===== config.mk =====
export PLATFORM = sky130hd
export DESIGN_NAME = dmem_arbiter
export DESIGN_NICKNAME = d
export VERILOG_FILES = /design/src/rtl/dmem_arbiter.sv
export SDC_FILE = /design/constraint.sdc
export NUM_CORES = 1
export LEC_CHECK = 0
export ABC_AREA = 1
export CAP_MARGIN = 40
export CORE_MARGIN = 2
export CORE_UTILIZATION = 26
export DETAILED_ROUTE_END_ITERATION = 12
export PLACE_DENSITY = 0.87
export SYNTH_ARGS = -nofsm -noshare
export SYNTH_HDL_FRONTEND = slang
export SYNTH_SLANG_ARGS = --single-unit

===== constraint.sdc =====
create_clock -name clk -period 2.5 [get_ports clk]
set_clock_uncertainty 0.2 [all_clocks]
set_input_delay 0.375 -clock clk [delete_from_list [all_inputs] [get_ports clk]]
set_output_delay 0.375 -clock clk [all_outputs]
set_load 0.02 [all_outputs]

===== src/rtl/dmem_arbiter.sv =====
// Data memory arbiter: nand_cpu load/store port vs. debug port on one D_MEM.
// CPU wins by default; a bounded wait counter forces the debug port through.
module dmem_arbiter #(
    parameter int ADDR_W   = 16,
    parameter int DATA_W   = 16,
    parameter int MAX_WAIT = 4
) (
    input  logic              clk,
    input  logic              n_rst,
    input  logic              cpu_halt,
    input  logic              cpu_req,
    input  logic              cpu_we,
    input  logic [ADDR_W-1:0] cpu_addr,
    input  logic [DATA_W-1:0] cpu_wdata,
    output logic              cpu_stall,
    output logic              cpu_rvalid,
    output logic [DATA_W-1:0] cpu_rdata,
    input  logic              dbg_req,
    input  logic              dbg_we,
    input  logic [ADDR_W-1:0] dbg_addr,
    input  logic [DATA_W-1:0] dbg_wdata,
    output logic              dbg_ack,
    output logic              dbg_rvalid,
    output logic [DATA_W-1:0] dbg_rdata,
    output logic              mem_en,
    output logic              mem_we,
    output logic [ADDR_W-1:0] mem_addr,
    output logic [DATA_W-1:0] mem_wdata,
    input  logic [DATA_W-1:0] mem_rdata
);

    localparam int CNT_W = $clog2(MAX_WAIT + 1);
    localparam logic [CNT_W-1:0] CNT_MAX = CNT_W'(MAX_WAIT);

    typedef enum logic {
        CPU_PRI,
        DBG_PRI
    } pri_e;

    pri_e             pri;
    logic             cpu_grant;
    logic             dbg_grant;
    logic [CNT_W-1:0] wait_cnt_q, wait_cnt_d;
    logic [1:0]       rd_tag_q, rd_tag_d;

    always_comb begin
        pri       = (wait_cnt_q == CNT_MAX) ? DBG_PRI : CPU_PRI;
        dbg_grant = dbg_req & (~cpu_req | cpu_halt | (pri == DBG_PRI));
        cpu_grant = cpu_req & ~dbg_grant;
        cpu_stall = cpu_req & dbg_grant;
        dbg_ack   = dbg_grant;
    end

    always_comb begin
        mem_en    = cpu_grant | dbg_grant;
        mem_we    = 1'b0;
        mem_addr  = '0;
        mem_wdata = '0;
        if (dbg_grant) begin
            mem_we    = dbg_we;
            mem_addr  = dbg_addr;
            mem_wdata = dbg_wdata;
        end else if (cpu_grant) begin
            mem_we    = cpu_we;
            mem_addr  = cpu_addr;
            mem_wdata = cpu_wdata;
        end
    end

    // Counts consecutive denied debug cycles; any gap in dbg_req restarts it.
    always_comb begin
        wait_cnt_d = '0;
        if (dbg_req & ~dbg_grant) begin
            if (wait_cnt_q == CNT_MAX) begin
                wait_cnt_d = wait_cnt_q;
            end else begin
                wait_cnt_d = wait_cnt_q + CNT_W'(1);
            end
        end
    end

    always_comb begin
        rd_tag_d = {cpu_grant & ~cpu_we, dbg_grant & ~dbg_we};
    end

    always_ff @(posedge clk or negedge n_rst) begin
        if (!n_rst) begin
            wait_cnt_q <= '0;
            rd_tag_q   <= '0;
        end else begin
            wait_cnt_q <= wait_cnt_d;
            rd_tag_q   <= rd_tag_d;
        end
    end

    always_comb begin
        cpu_rvalid = rd_tag_q[1];
        dbg_rvalid = rd_tag_q[0];
        cpu_rdata  = rd_tag_q[1] ? mem_rdata : '0;
        dbg_rdata  = rd_tag_q[0] ? mem_rdata : '0;
    end

endmodule


==> changes_impl.md, run 1 <==
## Flow update

- Multi-input gate share of total cell area: about a quarter
- Detailed router's first-iteration violation count: 27
- Worst setup SP type: input pin
- Layout area overhead: 149.8%
- Number of enable flip-flop cells: 0
- Final Hold Slack: about 160 ps
- DIE HEIGHT: approximately 70 microns
- Register share of total power: 12.9%
- Outcome: finished, final reports clean
- Logic area: approximately 700 sq um
- Logic inverters: 41
- # rows: 23
- R2R setup slack: 960 ps
- CTS tree: built
- Yosys warns: 0
- Seq pwr: 0.0916 mW
- Fmax achieved: 418.5 MHz
- Post-CTS Setup Bufs: 0
- Port bufs: 156
- Non-clk buf share: between 60% and 70%
- Post-synth ARST share: 100.0%
- Antenna cell count: 0
- Synth Seq Share: a little under an eighth
- Crit Reg-Reg Endpoint: rd_tag_q[0]
- Vias in the first global route: roughly 1,800
- Tool warning count: 27
- Chip Width: 69.34 microns
- CP Launch Point: cpu_req
- Required time of the worst setup path: about 1900 ps
- Design area: 0.002773 sq mm
- Power Density: 256.6 mW/mm^2
- Clkbuf count: 4
- Synth Flop Type: dfrtp_1
- Yosys cell count: 209
- First-pass GRT wire length: 7990 microns
- Worst Max-Slew Pin Slew: 512.3 ps
- Comb gates: 145
- Critical path endpoint category: output pin
- Total Power: a little over 0.7 mW
- Syn_area_per_cell: roughly 5.3 sq um
- Worst Setup Path Type: input pin to output pin
- Mapped Area: around 0.0011 sq mm
- Clock Pin Slew Worst Setup and Hold Paths: 40 ps
- CTS resizes: 37
- Post-synth mux share: 0%
- Filler cells: 384
- Initial antenna violation count: 0
- Leading power group: combinational cells
- Combinational group share of total power: 65.5%
- Bufs on Longest Clock Path: 2
- Top Layout Cells: clkdlybuf4s50_1 (119), nand2_1 (70), nand3_1 (57), inv_1 (41), dlygate4sd2_1 (35)
- Synthesized instance count: 209
- Psw: 0.2665 mW
- Max incr delay on CP: 560 ps
- Slowest cell on crit path: clkdlybuf4s50_1
- Max Transition Viols Final: 0
- Routability Congestion: 0.7894
- Min cycle time layout: ~2400 ps
- Netlist cell types: 19
- Syn Nets: 298
- Layout cells sized above 1: roughly 7.4%
- AO/OA Area Share: 0%
- Final HPWL DP: ~4000 microns
- Worst EP arrival: approximately 1800 ps
- Registers: 5
- Cell Count Post-Placement: slightly above 400
- Comb. pwr: 0.466 mW
- Cycle use final: 95.58%
- Peak supply drop: 122.2 uV
- Adders+Majority by Area: 2.255%
- Leak pwr: roughly 1.6 nW
- XOR-XNOR Cells, Area Fraction: less than 1%
- Yosys stat chip area: 0.001110 sq mm
- Die Area: 0.004807 sq mm
- Dominant logic cell type in the layout: clkdlybuf4s50_1
- DR DRC count: 0
- H-tree depth: 1
- Clock root cell: clkbuf_8
- Final std cells w/o fill: between 400 and 500
- RSZ-0062 raised after global routing: no
- Seq. cell area: approximately 130 sq um
- Reg2reg start: wait_cnt_q[0]
- Critical path peak fanout: 9
- DP Area: 0.002759 sq mm
- Flops after synth: 5
- Tapcells: 50
- Worst Path Buf+Inv: 3
- Dpl ws: -160.8 ps
- Setup crit end: mem_wdata[9]
- Post-Route WL: between 4000 and 5000 microns
- WL met3: 462 microns
- Hold crit path type: input pin to async pin
- Critical Path, Cell by Cell: clkdlybuf4s50_1 > nand3_4 > nand2_4 > buf_4 > nand3_1 > nand2_1 > dlygate4sd2_1
- Setup Total Neg Slack: 0 ps
- Clk cell area share: under 10%
- First-pass DRT Iterations: 6
- Grt ovf: 0
==> run 1: cell families after synthesis <==
logic type / Yosys count
buffers and inverters: 59
adders and majority gates: 2
DFF: 5
and+or+nand+nor: 142
xor gates and xnor gates: 1
==> run 1: flip-flops by register name (all words and copies together) (netlist names) <==
| signal | cells |
|---|---|
| rd_tag_q | 2 |
| wait_cnt_q | 3 |
==> run 1: cells in the mapped netlist, types with 2 or more instances <==
master / instances / area, sq um
nor2_1: 2 / 7.510
nand3_1: 57 / 285.3
nand3_2: 8 / 80.08
dfrtp_1: 5 / 125.1
inv_1: 41 / 153.9
buf_6: 2 / 22.52
ha_1: 2 / 25.02
buf_2: 10 / 50.05
clkbuf_1: 2 / 7.510
nand2_1: 70 / 262.8
buf_1: 2 / 7.510
==> run_1/cell_density.png <==
7 x 7 tiles, from dark blue (low) to red (high), 0 to 100% covered.
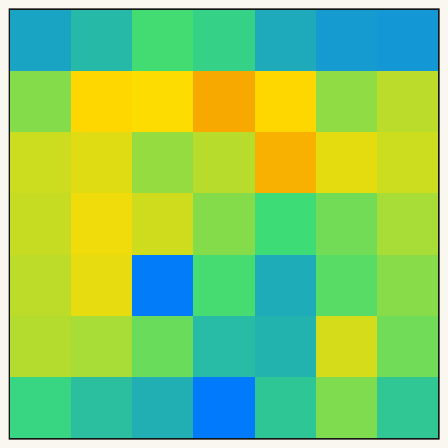
densest ninth of the die: left middle
mean over tiles: 56%
tiles over 75% full: 8.2%
fullest tile: 81%
emptiest ninth of the die: bottom middle
Core Footprint: 0.004058 sq mm
final core utilization: 68.33%
initial core utilization: 27.35%

==> run_1/wires.png <==
Bar = 20 microns.
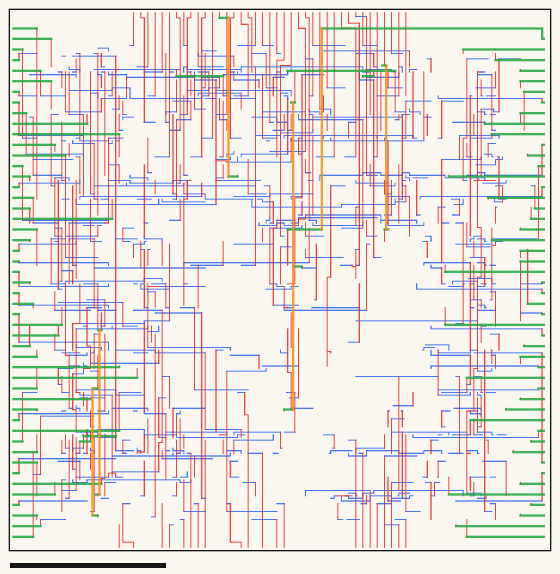
legend:
  green:
    layer: metal 3
    wire_length: 462 microns
  red:
    layer: metal 2
    wire_length: 2,500 microns
  blue:
    layer: metal 1
    wire_length: 1,740 microns
  orange:
    layer: metal 4
    wire_length: 144 microns
GRT Util Overall: 20.26%
WL per Instance: 11.70 microns
Vias: 1,884

==> run_1/clk_routes.png <==
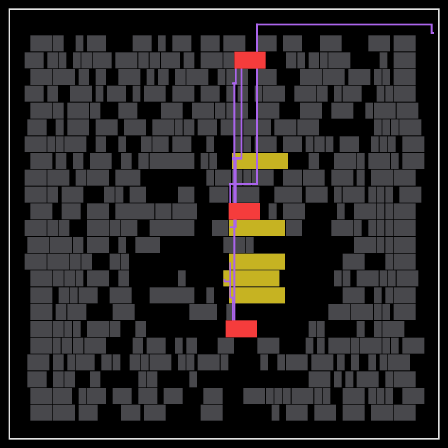
legend:
  red:
    item: clock drivers
    count: 3
  yellow:
    item: flip-flops
    count: 5
  purple:
    item: clock wires
    length: 161 microns
flops lie: middle
routed clock nets: 4
power share of the clock group: 21.6%
clk pwr: 0.154 mW
worst skew pair latency: 230 ps

==> run_1/congestion.png <==
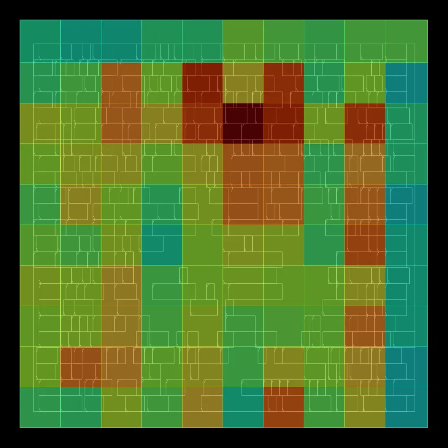
busiest grt layer: met2
GR met1 Demand/Resource: 20.72%
GR Util met2: 37.61%
met3 usage in global routing: 5.523%

## Run 2: what changed since run 1
--- a/config.mk
+++ b/config.mk
@@ -10,6 +10,8 @@
 export CORE_MARGIN = 2
 export CORE_UTILIZATION = 26
 export DETAILED_ROUTE_END_ITERATION = 12
+export GPL_ROUTABILITY_DRIVEN = 0
+export GPL_TIMING_DRIVEN = 0
 export PLACE_DENSITY = 0.87
 export SYNTH_ARGS = -nofsm -noshare
 export SYNTH_HDL_FRONTEND = slang
==> constraint.sdc (replaced) <==
create_clock -name clk -period 2.5 [get_ports clk]
set_clock_uncertainty 0.2 [all_clocks]
set_input_delay 0.375 -clock clk [delete_from_list [all_inputs] [get_ports clk]]
set_output_delay 0.375 -clock clk [all_outputs]
set_load 0.01 [all_outputs]
==> changes_impl.md, run 2 <==
## Flow update

- Critical path endpoint category: output pin (unchanged)
- Dpl ws: -143.5 ps (was -160.8 ps)
- Total Power: 0.6560 mW (was 0.7113 mW)
- Psw: 0.2125 mW (was 0.2665 mW)
- Crit Reg-Reg Endpoint: wait_cnt_q[1] (was rd_tag_q[0])
- Max incr delay on CP: 340 ps (was 560 ps)
- Grt ovf: 0 (unchanged)
- First-pass GRT wire length: 8390 microns (was 7990 microns)
- Post-CTS Setup Bufs: 4 (was 0)
- Synth Flop Type: dfrtp_1 (unchanged)
- Seq. cell area: 125.1 sq um (unchanged)
- Reg2reg start: wait_cnt_q[0] (unchanged)
- Setup crit end: mem_wdata[1] (was mem_wdata[9])
- Power share of the clock group: 22.1% (was 21.6%)
- Tool warning count: 28 (was 27)
- Comb. pwr: 0.426 mW (was 0.466 mW)
- Worst Max-Slew Pin Slew: 452.0 ps (was 512.3 ps)
- Largest regs: wait_cnt_q (3), rd_tag_q (2) (unchanged)
- Met3 usage in global routing: 5.669% (was 5.523%)
- WL per Instance: 12.23 microns (was 11.70 microns)
- Syn_area_per_cell: 5.310 sq um (unchanged)
- DP Area: 0.002714 sq mm (was 0.002759 sq mm)
- CP Launch Point: wait_cnt_q[0] (was cpu_req)
- Post-synth ARST share: 100.0% (unchanged)
- Leak pwr: 1.613 nW (was 1.574 nW)
- Clock Pin Slew Worst Setup and Hold Paths: 30 ps (was 40 ps)
- Critical Path, Cell by Cell: inv_1 > ha_1 > nand2_1 > nand3_4 > buf_4 > buf_6 > nand3_1 > nand2_1 > dlygate4sd2_1 (was clkdlybuf4s50_1 > nand3_4 > nand2_4 > buf_4 > nand3_1 > nand2_1 > dlygate4sd2_1)
- Clock root cell: clkbuf_8 (unchanged)
- Cell area leaders: nand3_1 (26%), nand2_1 (24%), inv_1 (14%) (unchanged)
- GR met1 Demand/Resource: 20.63% (was 20.72%)
- Die Area: 0.004807 sq mm (unchanged)
- Top Layout Cells: clkdlybuf4s50_1 (119), nand2_1 (70), nand3_1 (57), inv_1 (41), dlygate4sd2_1 (30) (was clkdlybuf4s50_1 (119), nand2_1 (70), nand3_1 (57), inv_1 (41), dlygate4sd2_1 (35))
- Critical path peak fanout: 10 (was 9)
- DIE HEIGHT: 69.34 microns (unchanged)
- Chip Width: 69.34 microns (unchanged)
- Yosys stat chip area: 0.001110 sq mm (unchanged)
- Most common cell in the netlist: nand2_1 (unchanged)
- Bufs on Longest Clock Path: 2 (unchanged)
- Final Hold Slack: 182.0 ps (was 161.4 ps)
- RSZ-0062 raised after global routing: no (unchanged)
- CTS resizes: 31 (was 37)
- Synthesized instance count: 209 (unchanged)
- Layout cells sized above 1: 8.871% (was 7.418%)
- Peak supply drop: 124.1 uV (was 122.2 uV)
- Layout area overhead: 151.1% (was 149.8%)
- Yosys cell count: 209 (unchanged)
- Slowest cell on crit path: dfrtp_1 (was clkdlybuf4s50_1)
- Initial antenna violation count: 0 (unchanged)
- Top reg by flops: wait_cnt_q (unchanged)
- Design area: 0.002786 sq mm (was 0.002773 sq mm)
- Port bufs: 154 (was 156)
- Number of enable flip-flop cells: 0 (unchanged)
- Outcome: finished, final reports clean (unchanged)
- Final std cells w/o fill: 422 (was 414)
- Mapped Area: 0.001110 sq mm (unchanged)
- Max reg flops: 3 (unchanged)
- Cell Count Post-Placement: 413 (was 410)
- GR Util met2: 41.56% (was 37.61%)
- Synth Seq Share: 11.27% (unchanged)
- Min cycle time layout: 2371 ps (was 2390 ps)
- Busiest grt layer: met2 (unchanged)
- WL met3: 466 microns (was 462 microns)
- Netlist cell types: 19 (unchanged)
- Yosys warns: 0 (unchanged)
- Power Density: 235.4 mW/mm^2 (was 256.6 mW/mm^2)
- DR DRC count: 0 (unchanged)
- Worst Path Buf+Inv: 4 (was 3)
- Final core utilization: 68.67% (was 68.33%)
- Vias: 1,919 (was 1,884)
- Final HPWL DP: 4361 microns (was 4041 microns)
- Detailed router's first-iteration violation count: 59 (was 27)
- Worst setup SP type: flip-flop (was input pin)
- H-tree depth: 1 (unchanged)
- Max Transition Viols Final: 0 (unchanged)
- Leading power group: combinational cells (unchanged)
- Worst EP arrival: 1800 ps (was 1810 ps)
- # rows: 23 (unchanged)
- Post-Route WL: 5159 microns (was 4844 microns)
- Seq pwr: 0.0850 mW (was 0.0916 mW)
- Antenna cell count: 0 (unchanged)
- First-pass DRT Iterations: 4 (was 6)
- Cycle use final: 94.84% (was 95.58%)
- Logic area: 729.5 sq um (was 720.7 sq um)
- Register share of total power: 13.0% (was 12.9%)
- Initial core utilization: 27.35% (unchanged)
- Required time of the worst setup path: 1920 ps (about the same)
- Synth area leader: nand3_1 (unchanged)
- R2R setup slack: 980 ps (was 960 ps)
- Setup Total Neg Slack: 0 ps (unchanged)
- Fmax achieved: 421.8 MHz (was 418.5 MHz)
- Core Footprint: 0.004058 sq mm (unchanged)
run 2: worst reg2reg max path: cells and delay by family, from the launching register on:
family | cells | cell delay, ps
adder cells (fa/ha/maj) | 1 | 190
buffers and inverters | 2 | 240
AND/OR/NAND/NOR | 3 | 460
flip-flops | 1 | 340
run 2: logic make-up (layout without fill, tap and decap cells):
kind of cell	Yosys count	count (layout)	share of synthesized area (%)
flops	5	5	11.27
fa+ha+maj	2	2	2.254
simple gates	142	142	61.89
xor+xnor	1	1	0.7893
buf+inv	59	222	23.79
run 2: final cells by class:
type                       instances  area share (%)
buffer                            18           4.176
clock buffer                       4           1.617
inverter                          41           5.523
multi-input combinational        145           26.18
sequential                         5           4.490
tap                               50           2.245
timing repair buffer             159           55.77
==> run_2/clk_routes.png <==
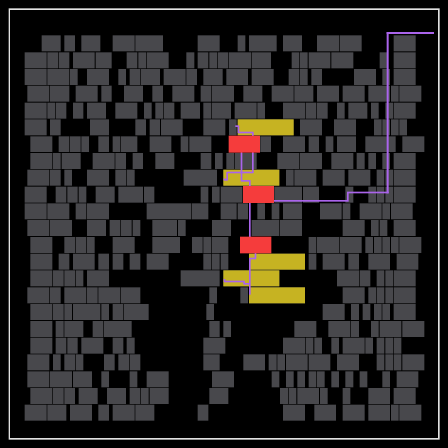
legend:
  red:
    item: clock drivers
    count: 3
  purple:
    item: clock wires
    length: 113 microns
  yellow:
    item: flip-flops
    count: 5
routed clock nets: 4
clk pwr: 0.145 mW
worst skew pair latency: 220 ps

## Run 3: what changed since run 2
--- a/config.mk
+++ b/config.mk
@@ -7,6 +7,7 @@
 export LEC_CHECK = 0
 export ABC_AREA = 1
 export CAP_MARGIN = 40
+export CORE_ASPECT_RATIO = 0.75
 export CORE_MARGIN = 2
 export CORE_UTILIZATION = 26
 export DETAILED_ROUTE_END_ITERATION = 12
==> changes_impl.md, run 3 <==
## Flow update

- Chip Width: 79.44 microns (was 69.34 microns)
- Dominant logic cell type in the layout: clkdlybuf4s50_1 (unchanged)
- Slack of the critical path: -37.49 ps (was 129.0 ps)
- Met3 usage in global routing: 4.315% (was 5.669%)
- Antenna cell count: 0 (unchanged)
- Leak pwr: 1.747 nW (was 1.613 nW)
- Syn_area_per_cell: 5.310 sq um (unchanged)
- DR DRC count: 0 (unchanged)
- Mapped Area: 0.001110 sq mm (unchanged)
- R2R setup slack: 940 ps (was 980 ps)
- Yosys cell count: 209 (unchanged)
- Critical path endpoint category: output pin (unchanged)
- Max-area cell share: 25.70% (unchanged)
- WL per Instance: 12.07 microns (was 12.23 microns)
- CTS tree: built (unchanged)
- Peak supply drop: 146.0 uV (was 124.1 uV)
- RSZ-0062 raised after global routing: yes (was no)
- Vias: 1,888 (was 1,919)
- Flop share of the area: 4.380% (was 4.490%)
- Required time of the worst setup path: 1920 ps (about the same)
- # rows: 20 (was 23)
- Top Layout Cells: clkdlybuf4s50_1 (120), nand2_1 (69), nand3_1 (57), inv_1 (40), dlymetal6s2s_1 (18) (was clkdlybuf4s50_1 (119), nand2_1 (70), nand3_1 (57), inv_1 (41), dlygate4sd2_1 (30))
- Most common cell in the netlist: nand2_1 (unchanged)
- Initial antenna violation count: 0 (unchanged)
- Setup crit end: mem_addr[14] (was mem_wdata[1])
- Clkbuf count: 4 (unchanged)
- Filler cells: 349 (was 383)
- Max reg flops: 3 (unchanged)
- Largest regs: wait_cnt_q (3), rd_tag_q (2) (unchanged)
- Clock Pin Slew Worst Setup and Hold Paths: 40 ps (was 30 ps)
- Die Area: 0.004812 sq mm (was 0.004807 sq mm)
- Final Setup Violations: 1 (was 0)
- Max incr delay on CP: 530 ps (was 340 ps)
- Final core utilization: 70.03% (was 68.67%)
- Grt ovf: 0 (unchanged)
- Setup Total Neg Slack: -37.49 ps (was 0 ps)
- Worst Max-Slew Pin Slew: 440.7 ps (was 452.0 ps)
- Design area: 0.002856 sq mm (was 0.002786 sq mm)
- Detailed router's first-iteration violation count: 46 (was 59)
- Final std cells w/o fill: 428 (was 422)
- Outcome: finished with violations (was finished, final reports clean)
- DP Area: 0.002720 sq mm (was 0.002714 sq mm)
- Crit Reg-Reg Endpoint: wait_cnt_q[0] (was wait_cnt_q[1])
- Total Power: 0.6668 mW (was 0.6560 mW)
- Yosys stat chip area: 0.001110 sq mm (unchanged)
- Nonclk buf count: 177 (unchanged)
- Worst Setup Path Type: flip-flop to output pin (unchanged)
- Netlist cell types: 19 (unchanged)
- Top class by area: buffers (unchanged)
- Post-CTS Setup Bufs: 4 (unchanged)
- Failing checks: negative setup slack
- CTS resizes: 20 (was 31)
- Number of enable flip-flop cells: 0 (unchanged)
- Leading power group: combinational cells (unchanged)
- GR Util met2: 37.70% (was 41.56%)
- Comb gates: 146 (was 145)
- Psw: 0.2136 mW (was 0.2125 mW)
- Register share of total power: 12.8% (was 13.0%)
- Post-synth top cells: nand2_1 (70), nand3_1 (57), inv_1 (41) (unchanged)
- Cell Count Post-Placement: 418 (was 413)
- Post-Route WL: 5166 microns (was 5159 microns)
- Non-clk buf share: 60.27% (was 59.95%)
- GR met1 Demand/Resource: 24.17% (was 20.63%)
- Busiest grt layer: met2 (unchanged)
- Power Density: 233.4 mW/mm^2 (was 235.4 mW/mm^2)
- Registers: 5 (unchanged)
- Multi-input gate share of total cell area: 25.97% (was 26.18%)
- Reg2reg start: wait_cnt_q[0] (unchanged)
- Logic area: 742.0 sq um (was 729.5 sq um)
==> run 3: kinds of logic (layout without fill, tap and decap cells) <==
group / Yosys count / count (layout) / share of synthesized area [%]
DFF: 5 / 5 / 11.27
buffers and inverters: 59 / 222 / 23.79
and+or+nand+nor: 142 / 143 / 61.89
xor gates and xnor gates: 1 / 1 / 0.7893
adders and majority gates: 2 / 2 / 2.254
==> run 3: worst reg2reg max path, cell delays in order, from the launching register on <==
cell and delay [ps]:
dfrtp_1 330, inv_1 40, ha_1 200, nand2_2 110
nand3_4 140, buf_4 170, buf_4 160, nor3_2 120
==> run 3: metal layers <==
metal,up-vias,routed length (microns),part of all wire [%]
met5,-,0,0
met4,0,39,0.75
met2,89,2557,49
met3,4,419,8.1
met1,827,2150,42
li1,968,-,-
==> run_3/clk_routes.png <==
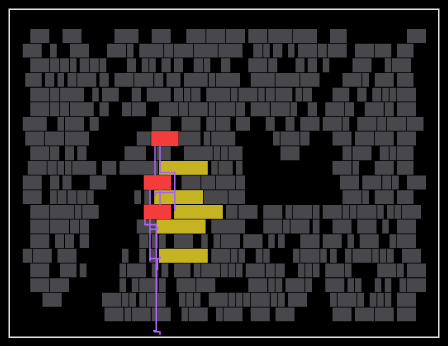
legend:
  purple:
    item: clock wires
    length: 88.5 microns
  yellow:
    item: flip-flops
    count: 5
  red:
    item: clock drivers
    count: 3
routed clock nets: 4
clk pwr: 0.146 mW
power share of the clock group: 22.0%
worst skew pair latency: 210 ps


==> gallery <==
Logic cells by family.
Bar = 20 microns.
Plate I
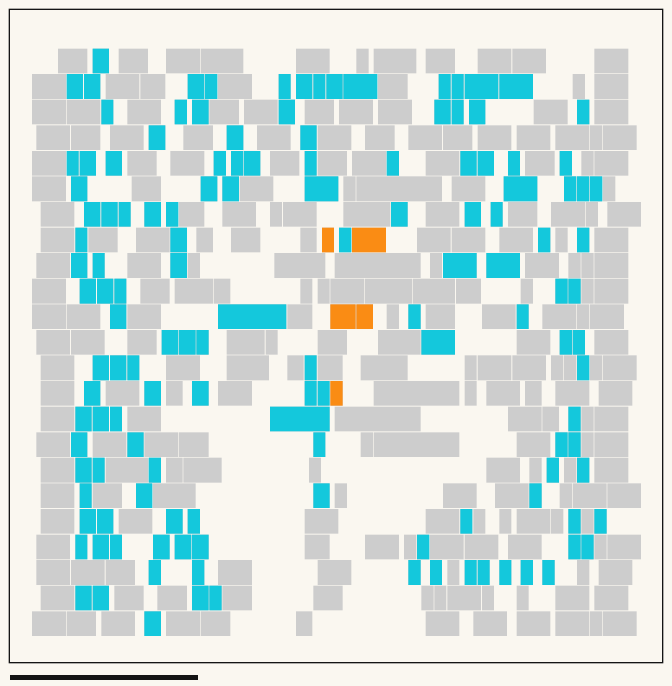
Plate II
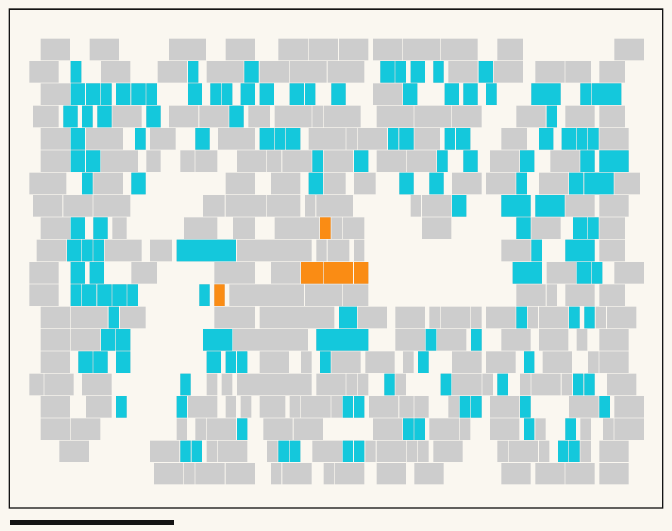
Plate II comes from run 3.
Plate I comes from run 2.

Key to Plate I:
legend:
  orange:
    family: NOR gates
    cells: 5
    where: middle
  cyan:
    family: NAND gates
    cells: 137
    where: spread over the die

No activity file was given, so power comes from the tool's default toggle rates.
